### config.mk
export PLATFORM = sky130hd
export DESIGN_NAME = codec_cfg_seq_flat
export DESIGN_NICKNAME = d
export VERILOG_FILES = /design/src/rtl/codec_cfg_seq_if.sv /design/src/rtl/codec_cfg_seq.sv /design/src/flat_wrapper.sv
export SDC_FILE = /design/constraint.sdc
export NUM_CORES = 1
export LEC_CHECK = 0
export CORE_AREA = 5 5 61 63
export CTS_BUF_LIST = sky130_fd_sc_hd__clkbuf_4
export CTS_CLUSTER_SIZE = 20
export DETAILED_ROUTE_END_ITERATION = 12
export DIE_AREA = 0 0 66 68
export PLACE_DENSITY_LB_ADDON = 0.12
export SLEW_MARGIN = 20
export SYNTH_ARGS = -nofsm -noshare
export SYNTH_HDL_FRONTEND = slang
export SYNTH_SLANG_ARGS = --single-unit
export TNS_END_PERCENT = 1
### constraint.sdc
create_clock -name clk -period 2.95 [get_ports clk]
set_input_delay 0.295 -clock clk [delete_from_list [all_inputs] [get_ports clk]]
set_output_delay 0.295 -clock clk [all_outputs]
set_load 0.02 [all_outputs]
### src/rtl/codec_cfg_seq_if.sv
// Byte handshake between the codec configuration sequencer and the serial transmitter.
// The sequencer is the master: it offers bytes and the transmitter reports completion.
interface codec_cfg_seq_if;
  logic       tx_valid;
  logic       tx_ready;
  logic [7:0] tx_byte;
  logic       tx_first;
  logic       tx_last;
  logic       tx_done;
  logic       tx_nack;

  modport master (
    output tx_valid, tx_byte, tx_first, tx_last,
    input  tx_ready, tx_done, tx_nack
  );

  modport slave (
    input  tx_valid, tx_byte, tx_first, tx_last,
    output tx_ready, tx_done, tx_nack
  );
endinterface

### src/rtl/codec_cfg_seq.sv
// Walks a ROM table of 16-bit register words and sends each as DEV_ADDR, high byte, low byte,
// with an idle gap between transactions and a bounded retry on NACK.
module codec_cfg_seq #(
  parameter int         NUM_REGS   = 7,
  parameter logic [7:0] DEV_ADDR   = 8'h34,
  parameter int         GAP_CYCLES = 4,
  parameter int         MAX_RETRY  = 2,
  localparam int        IDX_W      = (NUM_REGS > 1) ? $clog2(NUM_REGS) : 1
) (
  input  logic             clk,
  input  logic             rst,
  input  logic             start,
  output logic [IDX_W-1:0] tbl_idx,
  input  logic [15:0]      tbl_word,
  codec_cfg_seq_if.master  tx,
  output logic             busy,
  output logic             done,
  output logic             error,
  output logic [IDX_W-1:0] err_idx
);

  localparam int RTY_W = $clog2(MAX_RETRY + 2);
  localparam int GAP_W = (GAP_CYCLES > 1) ? $clog2(GAP_CYCLES) : 1;
  localparam logic [IDX_W-1:0] LAST_IDX  = IDX_W'(NUM_REGS - 1);
  localparam logic [RTY_W-1:0] RETRY_LIM = RTY_W'(MAX_RETRY);
  localparam logic [GAP_W-1:0] GAP_LAST  = GAP_W'(GAP_CYCLES - 1);

  typedef enum logic [2:0] {IDLE, ADDR, HI, LO, GAP} state_t;

  state_t           state, state_nxt;
  logic             wait_done, wait_nxt;
  logic             retry_pend, pend_nxt;
  logic [RTY_W-1:0] retry_cnt, retry_nxt;
  logic [GAP_W-1:0] gap_cnt, gap_nxt;
  logic [IDX_W-1:0] idx_nxt, err_idx_nxt;
  logic             busy_nxt, done_nxt, error_nxt;
  logic             valid_q, valid_nxt;
  logic [7:0]       byte_q, byte_nxt;
  logic             first_q, first_nxt;
  logic             last_q, last_nxt;

  logic accept, byte_done, gap_end, give_up;

  // wait_done marks an accepted byte whose tx_done has not arrived yet
  assign accept    = valid_q & tx.tx_ready;
  assign byte_done = wait_done & tx.tx_done;
  assign gap_end   = (state == GAP) && (gap_cnt == GAP_LAST);
  assign give_up   = retry_pend && (retry_cnt == RETRY_LIM);

  assign tx.tx_valid = valid_q;
  assign tx.tx_byte  = byte_q;
  assign tx.tx_first = first_q;
  assign tx.tx_last  = last_q;

  always_ff @(posedge clk or posedge rst) begin
    if (rst) begin
      state      <= IDLE;
      wait_done  <= 1'b0;
      retry_pend <= 1'b0;
      retry_cnt  <= '0;
      gap_cnt    <= '0;
      tbl_idx    <= '0;
      busy       <= 1'b0;
      done       <= 1'b0;
      error      <= 1'b0;
      err_idx    <= '0;
      valid_q    <= 1'b0;
      byte_q     <= '0;
      first_q    <= 1'b0;
      last_q     <= 1'b0;
    end else begin
      state      <= state_nxt;
      wait_done  <= wait_nxt;
      retry_pend <= pend_nxt;
      retry_cnt  <= retry_nxt;
      gap_cnt    <= gap_nxt;
      tbl_idx    <= idx_nxt;
      busy       <= busy_nxt;
      done       <= done_nxt;
      error      <= error_nxt;
      err_idx    <= err_idx_nxt;
      valid_q    <= valid_nxt;
      byte_q     <= byte_nxt;
      first_q    <= first_nxt;
      last_q     <= last_nxt;
    end
  end

  always_comb begin
    state_nxt = state;
    case (state)
      IDLE:    if (start) state_nxt = ADDR;
      ADDR:    if (byte_done) state_nxt = tx.tx_nack ? GAP : HI;
      HI:      if (byte_done) state_nxt = tx.tx_nack ? GAP : LO;
      LO:      if (byte_done) state_nxt = (tx.tx_nack || tbl_idx != LAST_IDX) ? GAP : IDLE;
      GAP:     if (gap_end) state_nxt = give_up ? IDLE : ADDR;
      default: state_nxt = IDLE;
    endcase
  end

  always_comb begin
    wait_nxt    = wait_done;
    pend_nxt    = retry_pend;
    retry_nxt   = retry_cnt;
    gap_nxt     = gap_cnt;
    idx_nxt     = tbl_idx;
    busy_nxt    = busy;
    done_nxt    = 1'b0;
    error_nxt   = error;
    err_idx_nxt = err_idx;
    valid_nxt   = valid_q;
    byte_nxt    = byte_q;
    first_nxt   = first_q;
    last_nxt    = last_q;

    if (accept) begin
      valid_nxt = 1'b0;
      wait_nxt  = 1'b1;
    end
    if (byte_done) wait_nxt = 1'b0;

    case (state)
      IDLE: if (start) begin
        error_nxt   = 1'b0;
        err_idx_nxt = '0;
        retry_nxt   = '0;
        pend_nxt    = 1'b0;
        idx_nxt     = '0;
        busy_nxt    = 1'b1;
      end
      ADDR, HI, LO: if (byte_done) begin
        gap_nxt = '0;
        if (tx.tx_nack) begin
          pend_nxt = 1'b1;
        end else if (state == LO) begin
          pend_nxt  = 1'b0;
          retry_nxt = '0;
          if (tbl_idx == LAST_IDX) begin
            done_nxt = 1'b1;
            busy_nxt = 1'b0;
            idx_nxt  = '0;
          end
        end
      end
      GAP: if (gap_end) begin
        // the retry budget is checked only when the retry would actually start
        if (give_up) begin
          error_nxt   = 1'b1;
          err_idx_nxt = tbl_idx;
          busy_nxt    = 1'b0;
          idx_nxt     = '0;
          pend_nxt    = 1'b0;
        end else if (retry_pend) begin
          retry_nxt = retry_cnt + RTY_W'(1);
          pend_nxt  = 1'b0;
        end else begin
          idx_nxt = tbl_idx + IDX_W'(1);
        end
      end else begin
        gap_nxt = gap_cnt + GAP_W'(1);
      end
      default: ;
    endcase

    // a byte is loaded once on entry to its state; tbl_idx is already stable then
    if (state_nxt != state) begin
      case (state_nxt)
        ADDR: begin
          valid_nxt = 1'b1;
          byte_nxt  = DEV_ADDR;
          first_nxt = 1'b1;
          last_nxt  = 1'b0;
        end
        HI: begin
          valid_nxt = 1'b1;
          byte_nxt  = tbl_word[15:8];
          first_nxt = 1'b0;
          last_nxt  = 1'b0;
        end
        LO: begin
          valid_nxt = 1'b1;
          byte_nxt  = tbl_word[7:0];
          first_nxt = 1'b0;
          last_nxt  = 1'b1;
        end
        default: begin
          valid_nxt = 1'b0;
          byte_nxt  = '0;
          first_nxt = 1'b0;
          last_nxt  = 1'b0;
        end
      endcase
    end
  end

endmodule

### src/flat_wrapper.sv
// flat-port wrapper written by rule: the top's interface ports become plain ports
module codec_cfg_seq_flat 
#(
  parameter int         NUM_REGS   = 7,
  parameter logic [7:0] DEV_ADDR   = 8'h34,
  parameter int         GAP_CYCLES = 4,
  parameter int         MAX_RETRY  = 2,
  localparam int        IDX_W      = (NUM_REGS > 1) ? $clog2(NUM_REGS) : 1
)
  (clk, rst, start, tbl_idx, tbl_word, busy, done, error, err_idx, tx_tx_valid, tx_tx_byte, tx_tx_first, tx_tx_last, tx_tx_ready, tx_tx_done, tx_tx_nack);
  codec_cfg_seq_if tx_i ();
  input  logic clk;
  input  logic rst;
  input  logic start;
  output logic [IDX_W-1:0] tbl_idx;
  input  logic [15:0] tbl_word;
  output logic busy;
  output logic done;
  output logic error;
  output logic [IDX_W-1:0] err_idx;
  output wire logic [$bits(tx_i.tx_valid)-1:0] tx_tx_valid;
  output wire logic [$bits(tx_i.tx_byte)-1:0] tx_tx_byte;
  output wire logic [$bits(tx_i.tx_first)-1:0] tx_tx_first;
  output wire logic [$bits(tx_i.tx_last)-1:0] tx_tx_last;
  input wire logic [$bits(tx_i.tx_ready)-1:0] tx_tx_ready;
  input wire logic [$bits(tx_i.tx_done)-1:0] tx_tx_done;
  input wire logic [$bits(tx_i.tx_nack)-1:0] tx_tx_nack;
  assign tx_tx_valid = tx_i.tx_valid;
  assign tx_tx_byte = tx_i.tx_byte;
  assign tx_tx_first = tx_i.tx_first;
  assign tx_tx_last = tx_i.tx_last;
  assign tx_i.tx_ready = tx_tx_ready;
  assign tx_i.tx_done = tx_tx_done;
  assign tx_i.tx_nack = tx_tx_nack;
  codec_cfg_seq #(.NUM_REGS(NUM_REGS), .DEV_ADDR(DEV_ADDR), .GAP_CYCLES(GAP_CYCLES), .MAX_RETRY(MAX_RETRY)) u_core (.clk(clk), .rst(rst), .start(start), .tbl_idx(tbl_idx), .tbl_word(tbl_word), .tx(tx_i), .busy(busy), .done(done), .error(error), .err_idx(err_idx));
endmodule
**The clock network**

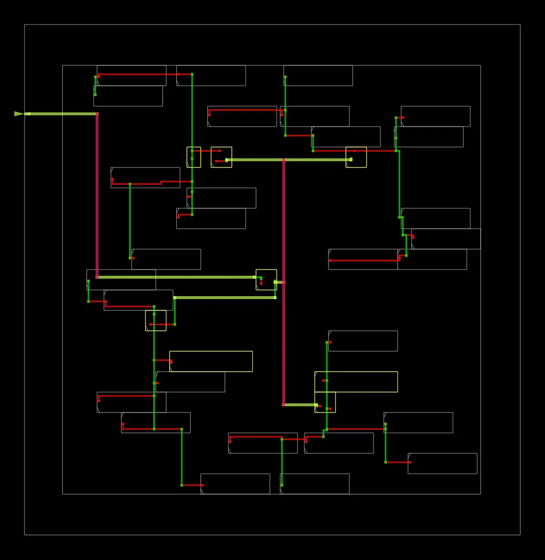
number of clock buffers in the layout: 5
CTS Buf Count: 5
Latency at later pin: 0.33 ns

**Pin map**

(6 px per um) Pins as bars across the die edge, other pins in gray.
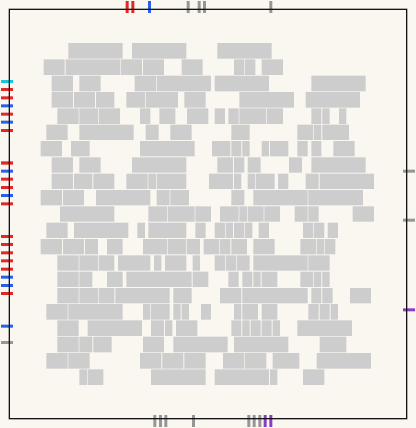
port	color	pins	direction	edge
tbl_word	red	16	input	14 west, 2 north
tbl_idx	purple	3	output	2 south, 1 east
clk	cyan	1	input	west
tx_tx_byte	blue	8	output	7 west, 1 north
Die X: 66 um
Die Span Y: 68 um
IO Port Bufs: 41

==> flow_summary.ini <==
; physical design summary
[flow_run]
cap_violations = 0
warnings = 27

[detailed_routing]
via_count = 1435
first_pass_iters = 4
ant_nets = 0

[finish]
logic_gate_count = 119
nets = 229
clk_share_pct = 4.78
largestClassByArea = combinational gates
regArea_sq_um = 726
buffer_area_share_pct = 19.5
area_growth_pct = 33.9
mostFrequentLayoutCells = clkdlybuf4s50_1 (41), dfrtp_1 (29), nand2_1 (17), o21ai_0 (17), o2bb2ai_1 (9)

[power_and_ir_drop]
seq_power_share_pct = 33.4
top_power_group = combinational logic
p_comb_mw = 1.03
p_sw_share_pct = 39.9
cellLeakagePower_nw = 0.879
seq-power_mw = 0.723

[status]
status = finished, final reports clean

[clock_tree]
h-tree-depth = 2
cts_hold_buf = 0
ctsResizeCount = 0

[synthesis]
yosys.area.top_type = dfrtp_1
top_cells_by_area = dfrtp_1 (45%), o21ai_0 (5.3%), o2bb2ai_1 (4.9%)
synthCells = 160
synthTopCellsByCount = dfrtp_1 (29), nand2_1 (17), o21ai_0 (17)
top_area_share_pct = 45.2
most_common_cell = dfrtp_1
edf_count = 0
synth-seq-cells = 29

[grt]
grt_overflow = 0
antenna_found_initial = 0

[sta]
fin_crit_ns = 2.21
hold_viol_final = 0
max_freq_mhz = 453

[placement]
dp_hpwl_um = 2890

[die]
ios = 42

[worst_setup_path]
cp.arrival_ns = 2.43
required_ns = 3.18
cp.depth = 4
critPathLaunchType = register
-- worst paths after layout --
kind | from | slack [ns] | to
max | u_core.state[2] | 0.74 | u_core.tx.tx_first
min | rst | 0.32 | u_core.tx.tx_byte[2]
max reg2reg | u_core.state[2] | 0.74 | u_core.tx.tx_first
min reg2reg | u_core.tx.tx_last | 0.50 | u_core.tx.tx_last
max in group asynchronous | rst | 2.35 | u_core.err_idx[0]
min in group clk | u_core.tx.tx_last | 0.50 | u_core.tx.tx_last
-- flip-flops by register name (all words and copies together), names as in the netlist, 2 cells and up --
signal / flops
u_core.gap_cnt: 2
u_core.err_idx: 3
u_core.state: 3
u_core.tx.tx_byte: 8
u_core.tbl_idx: 3
u_core.retry_cnt: 2
-- routing by layer --
metal | global-route usage, % | up-vias | part of all wire [%]
met5 | 0 | - | 0
met4 | 8.88 | 0 | 2.1
met3 | 6.24 | 7 | 5.5
met2 | 35.5 | 50 | 52
met1 | 22.5 | 691 | 41
li1 | - | 687 | -
-- through the flow --
| stage | cells | utilization (%) | instance area [sq um] | setup WS (ns) | hold slack, ns |
|---|---|---|---|---|---|
| floorplan | 160 | - | 1600 | 1.23 | 0.373 |
| global placement | 242 | 64.3 | 2050 | 0.616 | 0.468 |
| detailed placement | 242 | 64.3 | 2050 | 0.589 | 0.474 |
| CTS | 250 | 67.6 | 2150 | 0.750 | 0.334 |
| global route | 250 | 67.6 | 2150 | 0.538 | 0.367 |
| finish | 250 | 67.6 | 2150 | 0.743 | 0.322 |
-- logic make-up (layout without fill, tap and decap cells) --
group	count (synthesis)	in the layout	synth area share, %
adders and majority gates	4	4	3.12
DFF	29	29	45.2
muxes	7	7	4.68
AOI/OAI and AO/OA	58	58	24.9
buffers and inverters	12	56	3.51
and+or+nand+nor	50	50	18.6
